==> run_1/clocks.png <==
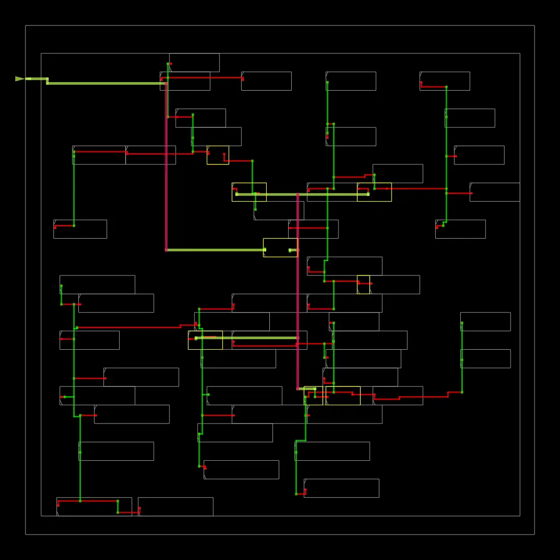
==> run_1/metal_density.png <==
15 x 15 tiles, from white (low) to dark blue (high), scaled to the fullest tile. Values are wire area over tile area, all layers added.
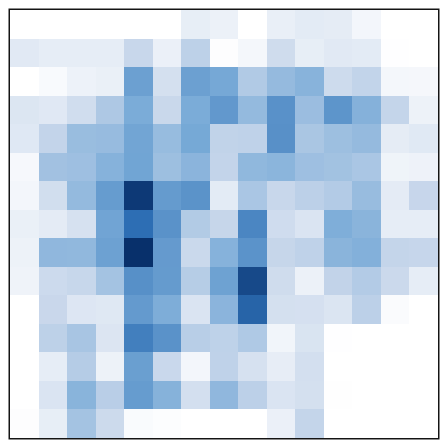
==> run_1/detail.png <==
Bar = 5 um. Region (27, 42) to (47, 62) um. Cells in gray, sequential cells in the stronger gray; small squares are vias.
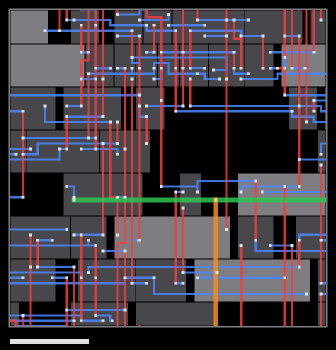
==> run_1/logic_types.png <==
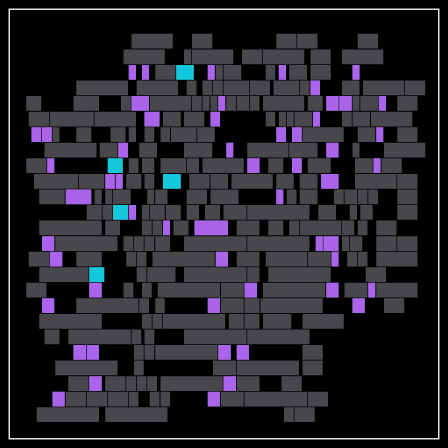
==> src/rtl/fifo_stream_drain.sv <==
// fifo_stream_drain
//   Consumer side of a synchronous FIFO. Issues reads with a credit rule so
//   that the FIFO's one-cycle registered read latency is absorbed by a
//   3-entry output buffer, and presents the words as a valid/ready stream.
//   Every FRAME_LEN-th transferred word is flagged with out_last, and
//   completed frames are counted in frame_cnt (wrapping).
// Ports
//   clk         rising-edge clock
//   rst         synchronous active-high reset
//   fifo_empty  FIFO empty flag
//   fifo_data   FIFO read data, valid the cycle after fifo_rd_en
//   fifo_rd_en  FIFO read enable (combinational, independent of out_ready)
//   out_data    head-of-buffer word
//   out_valid   out_data is valid
//   out_ready   sink accepts; transfer = out_valid & out_ready
//   out_last    head word is the last word of its frame
//   frame_cnt   completed frames, modulo 2^CNT_W
module fifo_stream_drain #(
  parameter int bits      = 8,
  parameter int FRAME_LEN = 16,
  parameter int CNT_W     = 16
) (
  input  logic             clk,
  input  logic             rst,
  input  logic             fifo_empty,
  input  logic [bits-1:0]  fifo_data,
  output logic             fifo_rd_en,
  output logic [bits-1:0]  out_data,
  output logic             out_valid,
  input  logic             out_ready,
  output logic             out_last,
  output logic [CNT_W-1:0] frame_cnt
);

  localparam int IDX_W = $clog2(FRAME_LEN);
  localparam logic [IDX_W-1:0] LAST_IDX = IDX_W'(FRAME_LEN - 1);

  typedef enum logic [1:0] {
    EMPTY = 2'd0,
    ONE   = 2'd1,
    TWO   = 2'd2,
    FULL  = 2'd3
  } occ_t;

  occ_t             occ_r;
  logic             inflight_r;
  logic [bits-1:0]  buf_r [3];
  logic [IDX_W-1:0] word_idx_r;

  logic             pop_s;
  logic             up_s;
  logic             down_s;
  logic [2:0]       credit_s;
  logic [1:0]       slot_s;
  logic             valid_next_s;
  logic [IDX_W-1:0] idx_next_s;

  assign pop_s    = out_valid & out_ready;
  assign up_s     = inflight_r & ~pop_s;
  assign down_s   = pop_s & ~inflight_r;
  // Words already buffered plus the one still in flight must leave room
  // for the read being issued now, so the buffer can never overflow.
  assign credit_s   = {1'b0, occ_r} + {2'b00, inflight_r};
  assign fifo_rd_en = ~rst & ~fifo_empty & (credit_s <= 3'd2);
  assign out_data   = buf_r[0];

  // Tail slot for a captured word; a simultaneous pop shifts the buffer down first.
  always_comb begin
    slot_s = 2'd0;
    if (pop_s) begin
      slot_s = occ_r - 2'd1;
    end else begin
      slot_s = occ_r;
    end
  end

  // Next-cycle valid and frame index, used to register out_valid/out_last.
  always_comb begin
    valid_next_s = inflight_r | (occ_r == TWO) | (occ_r == FULL) |
                   ((occ_r == ONE) & ~pop_s);
    idx_next_s = word_idx_r;
    if (pop_s) begin
      if (word_idx_r == LAST_IDX) begin
        idx_next_s = '0;
      end else begin
        idx_next_s = word_idx_r + IDX_W'(1);
      end
    end else begin
      idx_next_s = word_idx_r;
    end
  end

  // Occupancy FSM, read pipeline tracking, framing and registered outputs.
  always_ff @(posedge clk) begin
    if (rst) begin
      occ_r      <= EMPTY;
      inflight_r <= 1'b0;
      word_idx_r <= '0;
      frame_cnt  <= '0;
      out_valid  <= 1'b0;
      out_last   <= 1'b0;
    end else begin
      inflight_r <= fifo_rd_en;
      case (occ_r)
        EMPTY: begin
          if (up_s) occ_r <= ONE;
          else      occ_r <= EMPTY;
        end
        ONE: begin
          if (up_s)        occ_r <= TWO;
          else if (down_s) occ_r <= EMPTY;
          else             occ_r <= ONE;
        end
        TWO: begin
          if (up_s)        occ_r <= FULL;
          else if (down_s) occ_r <= ONE;
          else             occ_r <= TWO;
        end
        FULL: begin
          if (down_s) occ_r <= TWO;
          else        occ_r <= FULL;
        end
        default: occ_r <= EMPTY;
      endcase
      out_valid  <= valid_next_s;
      out_last   <= valid_next_s & (idx_next_s == LAST_IDX);
      word_idx_r <= idx_next_s;
      if (pop_s && (word_idx_r == LAST_IDX)) begin
        frame_cnt <= frame_cnt + CNT_W'(1);
      end else begin
        frame_cnt <= frame_cnt;
      end
    end
  end

  // Output buffer: head at entry 0, pop shifts down, capture lands at the tail.
  always_ff @(posedge clk) begin
    if (rst) begin
      buf_r[0] <= '0;
      buf_r[1] <= '0;
      buf_r[2] <= '0;
    end else begin
      if (pop_s) begin
        buf_r[0] <= buf_r[1];
        buf_r[1] <= buf_r[2];
      end else begin
        buf_r[0] <= buf_r[0];
      end
      // The later non-blocking write wins over the shift for the tail slot.
      if (inflight_r) begin
        case (slot_s)
          2'd0:    buf_r[0] <= fifo_data;
          2'd1:    buf_r[1] <= fifo_data;
          2'd2:    buf_r[2] <= fifo_data;
          default: buf_r[2] <= buf_r[2];
        endcase
      end else begin
        buf_r[2] <= buf_r[2];
      end
    end
  end

endmodule
==> config.mk <==
export PLATFORM = sky130hd
export DESIGN_NAME = fifo_stream_drain
export DESIGN_NICKNAME = d
export VERILOG_FILES = /design/src/rtl/fifo_stream_drain.sv
export SDC_FILE = /design/constraint.sdc
export NUM_CORES = 1
export LEC_CHECK = 0
export CORE_MARGIN = 2
export CORE_UTILIZATION = 48
export DETAILED_ROUTE_END_ITERATION = 8
export PLACE_DENSITY = 0.76
export SYNTH_ARGS = -nofsm -noshare
export SYNTH_HDL_FRONTEND = slang
export SYNTH_SLANG_ARGS = --single-unit
export TNS_END_PERCENT = 5
==> constraint.sdc <==
create_clock -name clk -period 2.3 [get_ports clk]
set_input_delay 0.46 -clock clk [delete_from_list [all_inputs] [get_ports clk]]
set_output_delay 0.46 -clock clk [all_outputs]
set_load 0.03 [all_outputs]
==> run notes, run 1 <==
yosys + openroad results -> PostCTS Resize Cnt 1, worst rel slew slack 68.9%, Worst Setup SP occ_r[0], GRT overflow 0, Critical Path Fanout Max 4, Routed Antenna Nets 0, most frequent logic cell in the layout clkdlybuf4s50_1, Die Size 5600 um^2, diode count 0, crit-path cells ha_4 -> inv_1 -> ha_4 -> nor3b_2 -> nor2_1 -> nor3_1 -> buf_4, MI comb area 1150 um^2, # port buffers 38, Chip Area, Yosys 2410 um^2, R2R depth 5, post-DP HPWL 3480 um, Max H-tree Level 2, Setup-failing EPs final 0, Post-Syn Instances 236, CTS tree built, cell mode on critical path ha_4, CP Data Arrival Time 1.73 ns, Yosys reg bits 49, final hold violation count 0, layout cell share with drive strength beyond 1 15.1%, CP max stage delay 0.39 ns, area leader, netlist edfxtp_1, buffer depth of the longest clock path 2, outcome finished, final reports clean, placed insts 343, yosys cell count 236, Mapped Avg Cell Area 10.2 um^2, Clock Root Buffer clkbuf_8, Top cell area share 29.9%, power consumption 0.00167 W, Placement Setup Slack -0.0178 ns, largest net degree at the start of global routing 27, Floorplan Nets 257, Nets 305, Vias/cell 5.31, Critical Path End fifo_rd_en, # Taps 67, Max Cap Viol 0, first-pass GRT wire length 7910 um, clk slew on worst S/H paths 0.10 ns, reg2reg end buf_r[0][2], synth top area cells edfxtp_1 (30%), dfxtp_1 (21%), ha_1 (4.7%), nor2b_1 (4.7%), mux2_2 (3.7%), Crit Path Class register to output pin, Tot GR Track Use 18.3%, core outline area 4790 um^2, bufs w/o clock 51, chip height 74.8 um, crit path DRT 1.84 ns, Distinct cells, synth 43, reg-to-reg slack, setup 0.35 ns, fin area 3050 um^2, Hold Buf Count CTS 0, Cell Rows 25, hold slack 0.513 ns, Tool Warnings 30, CP max stage cell dfxtp_4, Area Overhead vs Synth 26.7%
## Picture notes: clocks.png
clock distribution power: 0.000508 W
Clock buffer cells: 5
FF+latch count: 49
Num Clock Sinks: 49
CTS buffer count: 5

## Picture notes: metal_density.png
nearly empty tiles: 17%
emptiest ninth of the die: lower right
densest ninth of the die: center

## Picture notes: detail.png
legend:
  metal 4:
    color: orange
  metal 3:
    color: green
  metal 1:
    color: blue
  metal 2:
    color: red
most frequent: dfxtp_1 (4)
cells with their middle in the window: 34
netlist names of flops here include: `frame_cnt` (2), `word_idx_r` (2)
sequential cells in the window: 4

## Picture notes: logic_types.png
legend:
  AND-OR and OR-AND gates:
    color: cyan
    cells: 5
    most_used: a21o_1
  NOR gates:
    color: purple
    cells: 55
    most_used: nor2_1
    where: spread over the die

## run 1: logic make-up (layout without fill, tap and decap cells)
kind of cell | after synthesis | count (layout) | share of synthesized area (%)
AND-OR/OR-AND | 45 | 45 | 11.0
AND/OR/NAND/NOR | 95 | 95 | 22.2
XOR/XNOR | 11 | 11 | 4.00
adder cells (fa/ha/maj) | 9 | 9 | 4.68
buffers and inverters | 17 | 66 | 2.70
flip-flops | 49 | 49 | 50.7
multiplexers | 10 | 10 | 4.68
## run 1: sequential cells by signal, summed over array words and instances, names as in the netlist
name and cells:
inflight_r 1, frame_cnt 16, out_last 1, buf_r 24, occ_r 2, out_valid 1, word_idx_r 4
## run 1: power by group
group | internal, W | leakage [nW] | switching (W) | total [W]
Combinational | 0.0000860 | 0.564 | 0.000108 | 0.000194
Sequential | 0.000960 | 0.446 | 0.0000131 | 0.000973
Clock | 0.000215 | 0.0407 | 0.000292 | 0.000508
## run 1: routing by layer
| layer | global-route usage [%] | wire length (um) | vias up |
|---|---|---|---|
| met5 | 0 | 0 | - |
| met4 | 5.75 | 63 | 0 |
| met3 | 5.35 | 235 | 8 |
| met2 | 30.2 | 2260 | 39 |
| met1 | 23.3 | 2130 | 866 |
| li1 | - | - | 955 |
## run 1: worst min-delay path by stage
stage	to	cells past startpoint	slack [ns]
global placement	frame_cnt[14]	2	0.49
detailed placement	frame_cnt[14]	2	0.50
CTS	frame_cnt[14]	2	0.51
global route	frame_cnt[14]	2	0.54
finish	frame_cnt[14]	2	0.51
floorplan	word_idx_r[1]	2	0.48
## run 1: tightest hold or removal path, stage by stage (launching register included)
cell and delay, ns:
dfxtp_1 0.34, o21ai_0 0.07, a21oi_1 0.06
==> run_1/io_placement.png <==
Bar = 20 um. Pins as bars across the die edge, other pins in gray.
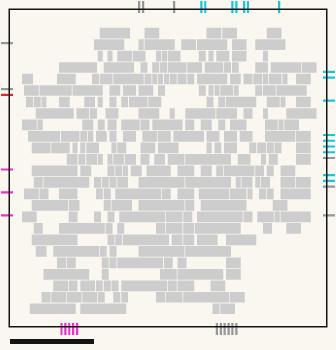

## Run 2: what changed since run 1
--- a/config.mk
+++ b/config.mk
@@ -5,6 +5,7 @@
 export SDC_FILE = /design/constraint.sdc
 export NUM_CORES = 1
 export LEC_CHECK = 0
+export CORE_ASPECT_RATIO = 1.4
 export CORE_MARGIN = 2
 export CORE_UTILIZATION = 48
 export DETAILED_ROUTE_END_ITERATION = 8
==> run_2/io_placement.png <==
Bar = 20 um. Pins as bars across the die edge, other pins in gray.
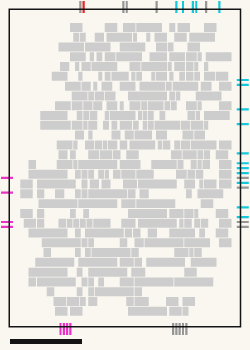
legend:
  `frame_cnt`:
    color: cyan
    pins: 16
    direction: output
    edge: 11 right, 5 top
  `fifo_rd_en`:
    color: red
    pins: 1
    direction: output
    edge: top
  `fifo_data`:
    color: magenta
    pins: 8
    direction: input
    edge: 4 bottom, 4 left
all pins by edge: 15 right, 11 top, 9 bottom, 4 left

==> run_2/detail.png <==
Bar = 5 um. Region (22, 51) to (42, 71) um. Cells in gray, sequential cells in the stronger gray; small squares are vias.
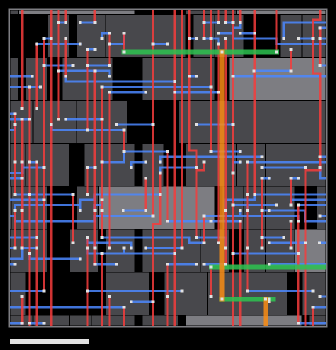
legend:
  metal 4:
    color: orange
  metal 2:
    color: red
  metal 3:
    color: green
  metal 1:
    color: blue
netlist names of flops here include: `frame_cnt` (1), `word_idx_r` (1)
cells with their middle in the window: 37
sequential cells in the window: 2
most frequent: nand2_1 (5), nor2_1 (4)

==> run_2/logic_types.png <==
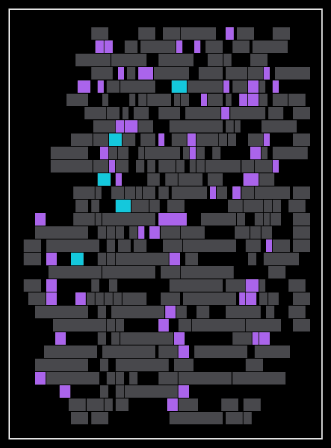
legend:
  NOR gates:
    color: purple
    cells: 55
    most_used: nor2_1
    where: spread over the die
  AND-OR and OR-AND gates:
    color: cyan
    cells: 5
    most_used: a21o_1

==> run notes, run 2 <==
yosys + openroad results -> Top Registers buf_r x24, frame_cnt x16, word_idx_r x4, Floorplan Nets 257 (unchanged), Die Size 5610 um^2 (+0.14%), Sw Ratio 21.9% (-2.8 points), Critical Path End fifo_rd_en, Worst Setup SP occ_r[0], outcome finished, final reports clean, Setup-failing EPs final 0 (unchanged), Vias/cell 5.39 (+1.6%), CTS buffer count 5 (unchanged), # port buffers 38 (unchanged), Critical Path Fanout Max 5 (+1), Tool Warnings 30 (unchanged), crit path DRT 1.84 ns (about the same), Distinct cells, synth 43 (unchanged), diode count 0 (unchanged), switching power 0.000416 W (+0.70%), Reg with most FFs buf_r, Routed Antenna Nets 0 (unchanged), layout cell share with drive strength beyond 1 13.6% (-1.5 points), part of the power in registers 51.1% (-7.0 points), first-pass GRT wire length 8140 um (+2.8%), GRT overflow 0 (unchanged), final hold violation count 0 (unchanged), synth top area cells edfxtp_1 (30%), dfxtp_1 (21%), ha_1 (4.7%), nor2b_1 (4.7%), mux2_2 (3.7%), Post-Syn Instances 236 (unchanged), Simple Share, Synth 22.2% (unchanged), CP Data Arrival Time 1.76 ns (+0.03 ns), reg2reg end buf_r[0][7], buffer depth of the longest clock path 2 (unchanged), Nets 306 (+0.33%), placed insts 342 (-0.29%), power share of the combinational group 10.2% (-1.4 points), worst rel slew slack 73.6% (+4.7 points), reg-to-reg slack, setup 0.30 ns (-0.05 ns), Cell Rows 30 (+20%), xor/xnor share 4.00% (unchanged), Hold Path End frame_cnt[13], yosys cell count 236 (unchanged), Area Overhead vs Synth 27.5%, internal power 0.00148 W (+18%), Crit Path Class register to output pin, Compound Share, Synth 11.0% (unchanged), area leader, netlist edfxtp_1, Max Cap Viol 0 (unchanged)
==> run 2: metrics by stage <==
stage	setup WS [ns]	util [%]	hold WS [ns]	total power, W
2_1_floorplan	0.0343	-	0.479	0.00110
3_3_place_gp	0.111	60.4	0.487	0.00118
3_5_place_dp	0.0698	60.4	0.493	0.00119
4_1_cts	0.0135	63.3	0.512	0.00191
5_1_grt	0.00405	63.4	0.537	0.00197
6_report	0.0807	63.4	0.513	0.00190
==> run 2: worst max-delay path, stage by stage, from the launching register on <==
cell and delay (ns):
dfxtp_4 0.38, ha_1 0.17, inv_1 0.05, ha_1 0.25, nor3b_1 0.18, nor2_1 0.08, nor3_1 0.16, buf_4 0.20
==> run 2: layer usage <==
metal,wire [um],vias to the layer above,track usage (%)
met2,2400,42,32.2
met1,2020,883,22.3
met4,81,0,6.92
met3,143,9,2.06
met5,0,-,0
li1,-,954,-
==> run 2: layout make-up <==
type                    instances  area, um^2
repair buffers                 52         478
clock buffers                   5        68.8
fillers                       372        1770
inverters                       7        26.3
clock inverters                 3        68.8
well taps                      64        80.1
multi-input cells             170        1120
flip-flops and latches         49        1230
==> run 2: power groups by stage <==
| stage | Combinational (W) | Clock (W) | Sequential (W) |
|---|---|---|---|
| final | 0.000193 | 0.000735 | 0.000972 |
| after global routing | 0.000210 | 0.000780 | 0.000977 |
| after CTS | 0.000194 | 0.000746 | 0.000973 |
| after detailed placement | 0.000193 | 0 | 0.000993 |
| after global placement | 0.000188 | 0 | 0.000992 |
| after floorplan | 0.0000810 | 0 | 0.00102 |
==> run 2: what timing repair did <==
item                                    4_1_cts  5_1_grt
endpoints found under the hold margin         0        0
gates resized                                 0        3
endpoints found under the setup margin        0        1
buffers inserted                              0        0
Power is estimated from default activity; no workload was simulated.
